--- src/rtl/dvi_rx_pkg.sv ---
// Shared TMDS receive definitions: control tokens, token-to-code mapping and
// the word-aligner state encoding. Also imported by the TMDS decoder.
package dvi_rx_pkg;

    localparam logic [9:0] CTRL_TOKEN_00 = 10'b1101010100;
    localparam logic [9:0] CTRL_TOKEN_01 = 10'b0010101011;
    localparam logic [9:0] CTRL_TOKEN_10 = 10'b0101010100;
    localparam logic [9:0] CTRL_TOKEN_11 = 10'b1010101011;

    typedef enum logic [1:0] {
        SEARCH = 2'd0,
        SLIP   = 2'd1,
        WAIT   = 2'd2,
        LOCKED = 2'd3
    } align_state_e;

    typedef struct packed {
        logic       hit;
        logic [1:0] code;
    } token_match_t;

    // code is {C1,C0}; it is only meaningful when hit is set
    function automatic token_match_t match_ctrl_token(input logic [9:0] word);
        token_match_t m;
        m.hit  = 1'b1;
        m.code = 2'b00;
        case (word)
            CTRL_TOKEN_00: m.code = 2'b00;
            CTRL_TOKEN_01: m.code = 2'b01;
            CTRL_TOKEN_10: m.code = 2'b10;
            CTRL_TOKEN_11: m.code = 2'b11;
            default:       m.hit  = 1'b0;
        endcase
        return m;
    endfunction

endpackage

--- src/rtl/dvi_rx_word_align_if.sv ---
// Word-aligner channel bundle: deserializer word in, bitslip and lock status out.
interface dvi_rx_word_align_if;
    logic [9:0] tmds_word;
    logic       bitslip;
    logic       aligned;
    logic       ctrl_token_det;
    logic [1:0] ctrl_code;
    logic [3:0] slip_count;

    // master: deserializer / channel side; slave: the aligner
    modport master (
        output tmds_word,
        input  bitslip,
        input  aligned,
        input  ctrl_token_det,
        input  ctrl_code,
        input  slip_count
    );

    modport slave (
        input  tmds_word,
        output bitslip,
        output aligned,
        output ctrl_token_det,
        output ctrl_code,
        output slip_count
    );
endinterface

--- src/rtl/dvi_rx_ctrl_detect.sv ---
// Registered TMDS control-token matcher. The code register holds the last
// detected token so downstream logic sees a stable {C1,C0} between tokens.
module dvi_rx_ctrl_detect
    import dvi_rx_pkg::*;
(
    input  logic       pixel_clock,
    input  logic       reset,
    input  logic [9:0] tmds_word_i,
    output logic       det_o,
    output logic [1:0] code_o
);

    token_match_t match_d;
    logic         det_q;
    logic [1:0]   code_q;

    assign match_d = match_ctrl_token(tmds_word_i);

    always_ff @(posedge pixel_clock or posedge reset) begin
        if (reset) begin
            det_q  <= 1'b0;
            code_q <= 2'b00;
        end else begin
            det_q <= match_d.hit;
            if (match_d.hit) begin
                code_q <= match_d.code;
            end
        end
    end

    assign det_o  = det_q;
    assign code_o = code_q;

endmodule

--- src/rtl/dvi_rx_word_align.sv ---
// Per-channel TMDS word aligner: slips the deserializer one bit at a time
// until a run of control tokens is seen, then reports the channel aligned.
//
// state  | meaning
// SEARCH | counting token runs / misses at the current slip position
// SLIP   | one-cycle bitslip pulse to the deserializer
// WAIT   | deserializer settling after a slip, detector ignored
// LOCKED | aligned; drops back to SEARCH after MISS_LIMIT missing tokens
module dvi_rx_word_align
    import dvi_rx_pkg::*;
#(
    parameter int CTRL_RUN   = 16,
    parameter int MISS_LIMIT = 4096,
    parameter int SLIP_WAIT  = 4
) (
    input  logic         pixel_clock,
    input  logic         reset,
    dvi_rx_word_align_if.slave bus
);

    localparam int                MISS_W    = (MISS_LIMIT > 2) ? $clog2(MISS_LIMIT) : 1;
    localparam logic [7:0]        RUN_LAST  = 8'(CTRL_RUN - 1);
    localparam logic [MISS_W-1:0] MISS_LAST = MISS_W'(MISS_LIMIT - 1);
    localparam logic [3:0]        WAIT_LOAD = 4'(SLIP_WAIT - 1);

    logic              det;
    logic [1:0]        code;

    align_state_e      state_q;
    logic [7:0]        run_cnt_q;
    logic [MISS_W-1:0] miss_cnt_q;
    logic [3:0]        wait_cnt_q;
    logic [3:0]        slip_count_q;
    logic [3:0]        slip_count_d;
    logic              bitslip_q;
    logic              aligned_q;
    logic              ctrl_token_det_q;
    logic [1:0]        ctrl_code_q;

    dvi_rx_ctrl_detect u_detect (
        .pixel_clock (pixel_clock),
        .reset       (reset),
        .tmds_word_i (bus.tmds_word),
        .det_o       (det),
        .code_o      (code)
    );

    assign slip_count_d = (slip_count_q == 4'd9) ? 4'd0 : slip_count_q + 4'd1;

    // Status outputs trail the detector by one more register stage.
    always_ff @(posedge pixel_clock or posedge reset) begin
        if (reset) begin
            ctrl_token_det_q <= 1'b0;
            ctrl_code_q      <= 2'b00;
        end else begin
            ctrl_token_det_q <= det;
            ctrl_code_q      <= code;
        end
    end

    always_ff @(posedge pixel_clock or posedge reset) begin
        if (reset) begin
            state_q      <= SEARCH;
            run_cnt_q    <= '0;
            miss_cnt_q   <= '0;
            wait_cnt_q   <= '0;
            slip_count_q <= '0;
            bitslip_q    <= 1'b0;
            aligned_q    <= 1'b0;
        end else begin
            bitslip_q <= 1'b0;
            case (state_q)
                SEARCH: begin
                    if (det) begin
                        miss_cnt_q <= '0;
                        if (run_cnt_q == RUN_LAST) begin
                            state_q   <= LOCKED;
                            aligned_q <= 1'b1;
                            run_cnt_q <= '0;
                        end else begin
                            run_cnt_q <= run_cnt_q + 8'd1;
                        end
                    end else begin
                        run_cnt_q <= '0;
                        if (miss_cnt_q == MISS_LAST) begin
                            state_q    <= SLIP;
                            bitslip_q  <= 1'b1;
                            miss_cnt_q <= '0;
                        end else begin
                            miss_cnt_q <= miss_cnt_q + MISS_W'(1);
                        end
                    end
                end

                SLIP: begin
                    state_q      <= WAIT;
                    slip_count_q <= slip_count_d;
                    wait_cnt_q   <= WAIT_LOAD;
                    run_cnt_q    <= '0;
                    miss_cnt_q   <= '0;
                end

                // Words still shifting through the deserializer are untrusted.
                WAIT: begin
                    run_cnt_q  <= '0;
                    miss_cnt_q <= '0;
                    if (wait_cnt_q == 4'd0) begin
                        state_q <= SEARCH;
                    end else begin
                        wait_cnt_q <= wait_cnt_q - 4'd1;
                    end
                end

                // Loss of lock re-searches from the current slip position.
                LOCKED: begin
                    run_cnt_q <= '0;
                    if (det) begin
                        miss_cnt_q <= '0;
                    end else if (miss_cnt_q == MISS_LAST) begin
                        state_q    <= SEARCH;
                        aligned_q  <= 1'b0;
                        miss_cnt_q <= '0;
                    end else begin
                        miss_cnt_q <= miss_cnt_q + MISS_W'(1);
                    end
                end

                default: begin
                    state_q    <= SEARCH;
                    aligned_q  <= 1'b0;
                    run_cnt_q  <= '0;
                    miss_cnt_q <= '0;
                end
            endcase
        end
    end

    assign bus.bitslip        = bitslip_q;
    assign bus.aligned        = aligned_q;
    assign bus.ctrl_token_det = ctrl_token_det_q;
    assign bus.ctrl_code      = ctrl_code_q;
    assign bus.slip_count     = slip_count_q;

endmodule

--- src/flat_wrapper.sv ---
// flat-port wrapper written by rule: the top's interface ports become plain ports
module dvi_rx_word_align_flat import dvi_rx_pkg::*;
#(
    parameter int CTRL_RUN   = 16,
    parameter int MISS_LIMIT = 4096,
    parameter int SLIP_WAIT  = 4
)
  (pixel_clock, reset, bus_tmds_word, bus_bitslip, bus_aligned, bus_ctrl_token_det, bus_ctrl_code, bus_slip_count);
  dvi_rx_word_align_if bus_i ();
  input  logic pixel_clock;
  input  logic reset;
  input wire logic [$bits(bus_i.tmds_word)-1:0] bus_tmds_word;
  output wire logic [$bits(bus_i.bitslip)-1:0] bus_bitslip;
  output wire logic [$bits(bus_i.aligned)-1:0] bus_aligned;
  output wire logic [$bits(bus_i.ctrl_token_det)-1:0] bus_ctrl_token_det;
  output wire logic [$bits(bus_i.ctrl_code)-1:0] bus_ctrl_code;
  output wire logic [$bits(bus_i.slip_count)-1:0] bus_slip_count;
  assign bus_i.tmds_word = bus_tmds_word;
  assign bus_bitslip = bus_i.bitslip;
  assign bus_aligned = bus_i.aligned;
  assign bus_ctrl_token_det = bus_i.ctrl_token_det;
  assign bus_ctrl_code = bus_i.ctrl_code;
  assign bus_slip_count = bus_i.slip_count;
  dvi_rx_word_align #(.CTRL_RUN(CTRL_RUN), .MISS_LIMIT(MISS_LIMIT), .SLIP_WAIT(SLIP_WAIT)) u_core (.pixel_clock(pixel_clock), .reset(reset), .bus(bus_i));
endmodule
--- config.mk ---
export PLATFORM = sky130hd
export DESIGN_NAME = dvi_rx_word_align_flat
export DESIGN_NICKNAME = d
export VERILOG_FILES = /design/src/rtl/dvi_rx_pkg.sv /design/src/rtl/dvi_rx_word_align_if.sv /design/src/rtl/dvi_rx_ctrl_detect.sv /design/src/rtl/dvi_rx_word_align.sv /design/src/flat_wrapper.sv
export SDC_FILE = /design/constraint.sdc
export NUM_CORES = 1
export LEC_CHECK = 0
export ABC_AREA = 1
export CORE_ASPECT_RATIO = 0.7
export CORE_MARGIN = 2
export CORE_UTILIZATION = 50
export DETAILED_ROUTE_END_ITERATION = 8
export PLACE_DENSITY = 0.75
export SLEW_MARGIN = 25
export SYNTH_ARGS = -nofsm -noshare
export SYNTH_HDL_FRONTEND = slang
export SYNTH_SLANG_ARGS = --single-unit
--- constraint.sdc ---
create_clock -name pixel_clock -period 1.3 [get_ports pixel_clock]
set_input_delay 0.26 -clock pixel_clock [delete_from_list [all_inputs] [get_ports pixel_clock]]
set_output_delay 0.26 -clock pixel_clock [all_outputs]
set_load 0.02 [all_outputs]
==> run_1/sizes.png <==
Scale bar: 20 microns.
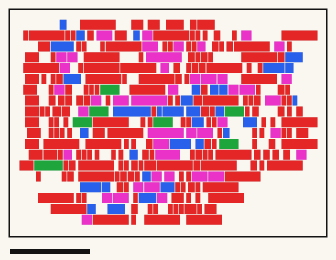
| size | colour | cells | share |
|---|---|---|---|
| _0 and _1 cells | red | 217 | 72% |
| _2 cells | blue | 32 | 11% |
| _3 and _4 cells | magenta | 44 | 15% |
| _6 and larger | green | 7 | 2.3% |
relative area change from synthesis to final layout: 36.02%
final instance area: 0.002703 sq mm
post-route worst setup slack: -38.85 ps
non-clock buffer total of the final layout: 45

==> run_1/placement.png <==
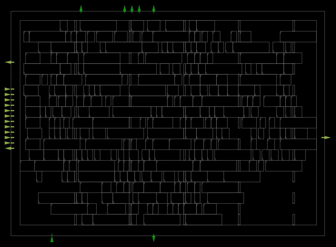
final std cells w/o fill: 352
sequential cell area share: 35.23%
number of inserted filler cells in the final layout: 297

==> run notes, run 1 <==
The following summarizes the physical implementation.

Timing
The final tally of setup violations is 9. The final timing report lists a max-slew violation count of 0. The final critical-path setup slack is -38.85 ps. The setup skew after layout is 6.246 ps.

Setup path
In this run the number of cells on the critical path is 8. Setup slack on the worst reg-to-reg path comes out at -40 ps.

Power and ir drop
The leakage power figure is 1.279 nW.

Finish
The layout cell share with drive strength beyond 1 is 27.67%. The flop count is 38. Per the layout area report, the combinational fraction of cell area is between 30 and 40%.

Synth
The synthesized netlist has a Yosys-reported chip area of ~0.002 sq mm. The yosys stat cell total is roughly 250. After synthesis, the share of cell area in mux cells is 0%.

Clocking
The clock transition at the registers of the reported paths is 80 ps. The CTS tree is yes.

Global route
The global routing met1 resource utilization is 24.53%.

Run status
The run finished, with violations left. The checks that failed: negative setup slack.

Drt
The average wire length per cell after detail routing is 11.55 microns. The violation tally recorded at the end of detailed-routing iteration 0 is 73.

Placed design
The number of placed instances, taps included, is 337.
==> run_1/io_placement.png <==
Scale bar: 20 microns. Pins as bars across the die edge, other pins in grey.
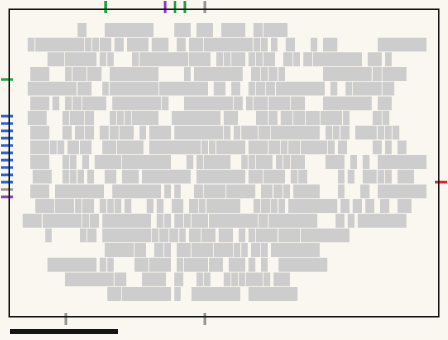
| port | colour | pins | direction | edge |
|---|---|---|---|---|
| bus_bitslip | red | 1 | output | right |
| bus_tmds_word | blue | 10 | input | left |
| bus_ctrl_code | purple | 2 | output | 1 top, 1 left |
| bus_slip_count | green | 4 | output | 3 top, 1 left |
height of the die: 56.74 microns
count of input and output buffers: 20

==> run 2: changes to the inputs <==
--- a/config.mk
+++ b/config.mk
@@ -10,7 +10,9 @@
 export CORE_MARGIN = 2
 export CORE_UTILIZATION = 50
 export DETAILED_ROUTE_END_ITERATION = 8
+export MAX_ROUTING_LAYER = met4
 export PLACE_DENSITY = 0.75
+export SETUP_SLACK_MARGIN = 0.5
 export SLEW_MARGIN = 25
 export SYNTH_ARGS = -nofsm -noshare
 export SYNTH_HDL_FRONTEND = slang
==> run_2/layer_met3.png <==
Scale bar: 20 microns.
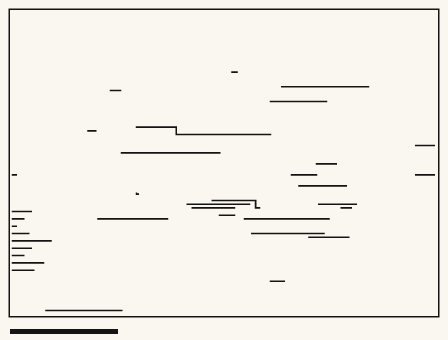
nets with wire on the layer: 31
share of all routed wire: 4.7%
post-detailed-routing wire length: 5059 microns
vias after detailed routing: 1,855
global-route met3 utilization: 4.823%

==> run_2/placement.png <==
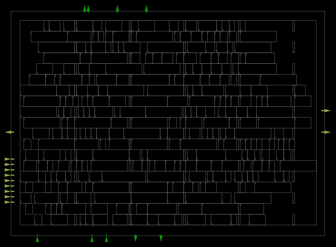
tap cells: 52
Core Area: 0.003875 sq mm
final core utilization: 78.40%
Core Rows: 19
flip-flops: 38

==> run 2 against run 1 <==
  * The run still ends with negative setup slack left
  * First-iteration DRC count increased by 59%
  * Maximum frequency decreased by 2.3%
  * Routed wire length increased by 24%
  * Area after synthesis unchanged
  * Final cell count increased by 2.6%
  * Final area increased by 12%
  * Global-route usage increased by 3.3 points
  * Clock power increased by about 20%
  * Hold slack got worse by 45 ps
  * Critical path type unchanged
  * Critical endpoint is now u_core.bus.slip_count[3]
==> run notes, run 2 <==
The following summarizes the physical implementation.

Run status
Result of the run: finished, violations left (unchanged). Failing checks: negative setup slack (unchanged).

Synth
The XOR/XNOR share of the synthesized area is 1.763% (unchanged). The main kind of combinational logic by area is simple AND/OR/NAND/NOR gates (unchanged). The chip area in the Yosys report is 0.001987 sq mm (unchanged). The yosys stat cell total is 246 (unchanged). The basic-gate share of the synthesized area counting and, or, nand and nor cells was 31.30% (unchanged). The share of cell area taken by muxes after synthesis is 0% (unchanged).

Timing
The count of pins over their slew limit is 0 (unchanged). The final tally of setup violations is 15 (was 9). The setup skew after layout is 4.778 ps (was 6.246 ps). The final critical-path setup slack is -70.75 ps (was -38.85 ps). The final hold violation count is 0 (unchanged).

Hold path
The worst hold path was traced through 3 stages.

Setup path
The data arrival time of the critical path is 1560 ps (was 1510 ps). The cell with the largest stage delay on the worst path was sky130_fd_sc_hd__dfrtp_2 (was sky130_fd_sc_hd__dfrtp_1). The worst reg-to-reg setup slack is -70 ps (was -40 ps).

The end of the worst register-to-register path is u_core.bus.slip_count[3] (was u_core.state_q[0]). The logic depth of the worst setup path including buffers came to 7 (was 8). The startpoint class of the critical path was a flop (unchanged).

Power and ir drop
The total sequential power came to 0.00156 W (was 0.00155 W). The switching power of the nets is 0.001909 W (was 0.001658 W). The cell area power density is 1627 mW/mm^2 (was 1599 mW/mm^2). The leakage power figure is 1.375 nW (was 1.279 nW). The switching part of the total power is 38.62% (was 38.37%).

The share of total power in combinational logic came to 47.7% (was 44.9%).

Finish
The multi-input gate share of the layout cell area is 41.60% (was 39.44%). The layout cell share with drive strength beyond 1 was 46.60% (was 27.67%). The layout overhead on the synthesized area is 52.90% (was 36.02%). The layout buffer count excluding clock buffers is 54 (was 45). The storage element area is 953.4 sq um (was 952.2 sq um). The fraction of area in registers is 31.38% (was 35.23%).

The number of filler cells placed in the layout is 234 (was 297). The number of flip-flops under the largest register name came to 12 (unchanged). The post-route cell area was 0.003038 sq mm (was 0.002703 sq mm).

Drt
The met1 routed wirelength after detailed routing is 2205 microns (was 1911 microns). The average wire length per cell after detail routing came to 14.01 microns (was 11.55 microns). The number of violations reported at the end of detailed-routing iteration 0 is 116 (was 73).

Placed design
The worst slack after detailed placement was -243.5 ps (was -126.7 ps). The placed instance count came to 335 (was 337). The quantity of I/O buffers inserted on ports is 20 (unchanged).

Global route
The via count of the first global-routing pass is 1,758 (was 1,643). The global routing met1 resource utilization is 28.45% (was 24.53%).

Clocking
The CTS tree is yes (unchanged). The clock transition at the registers of the reported paths came to 80 ps (about the same).
==> run_2/io_placement.png <==
Scale bar: 20 microns. Pins as bars across the die edge, other pins in grey.
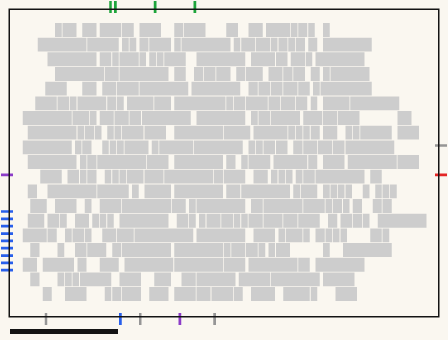
| port | colour | pins | direction | edge |
|---|---|---|---|---|
| bus_slip_count | green | 4 | output | top |
| bus_bitslip | red | 1 | output | right |
| bus_tmds_word | blue | 10 | input | 9 left, 1 bottom |
| bus_ctrl_code | purple | 2 | output | 1 left, 1 bottom |
die width: 79.35 microns

Power figures rest on the tool's default switching activity, not on a simulated workload.
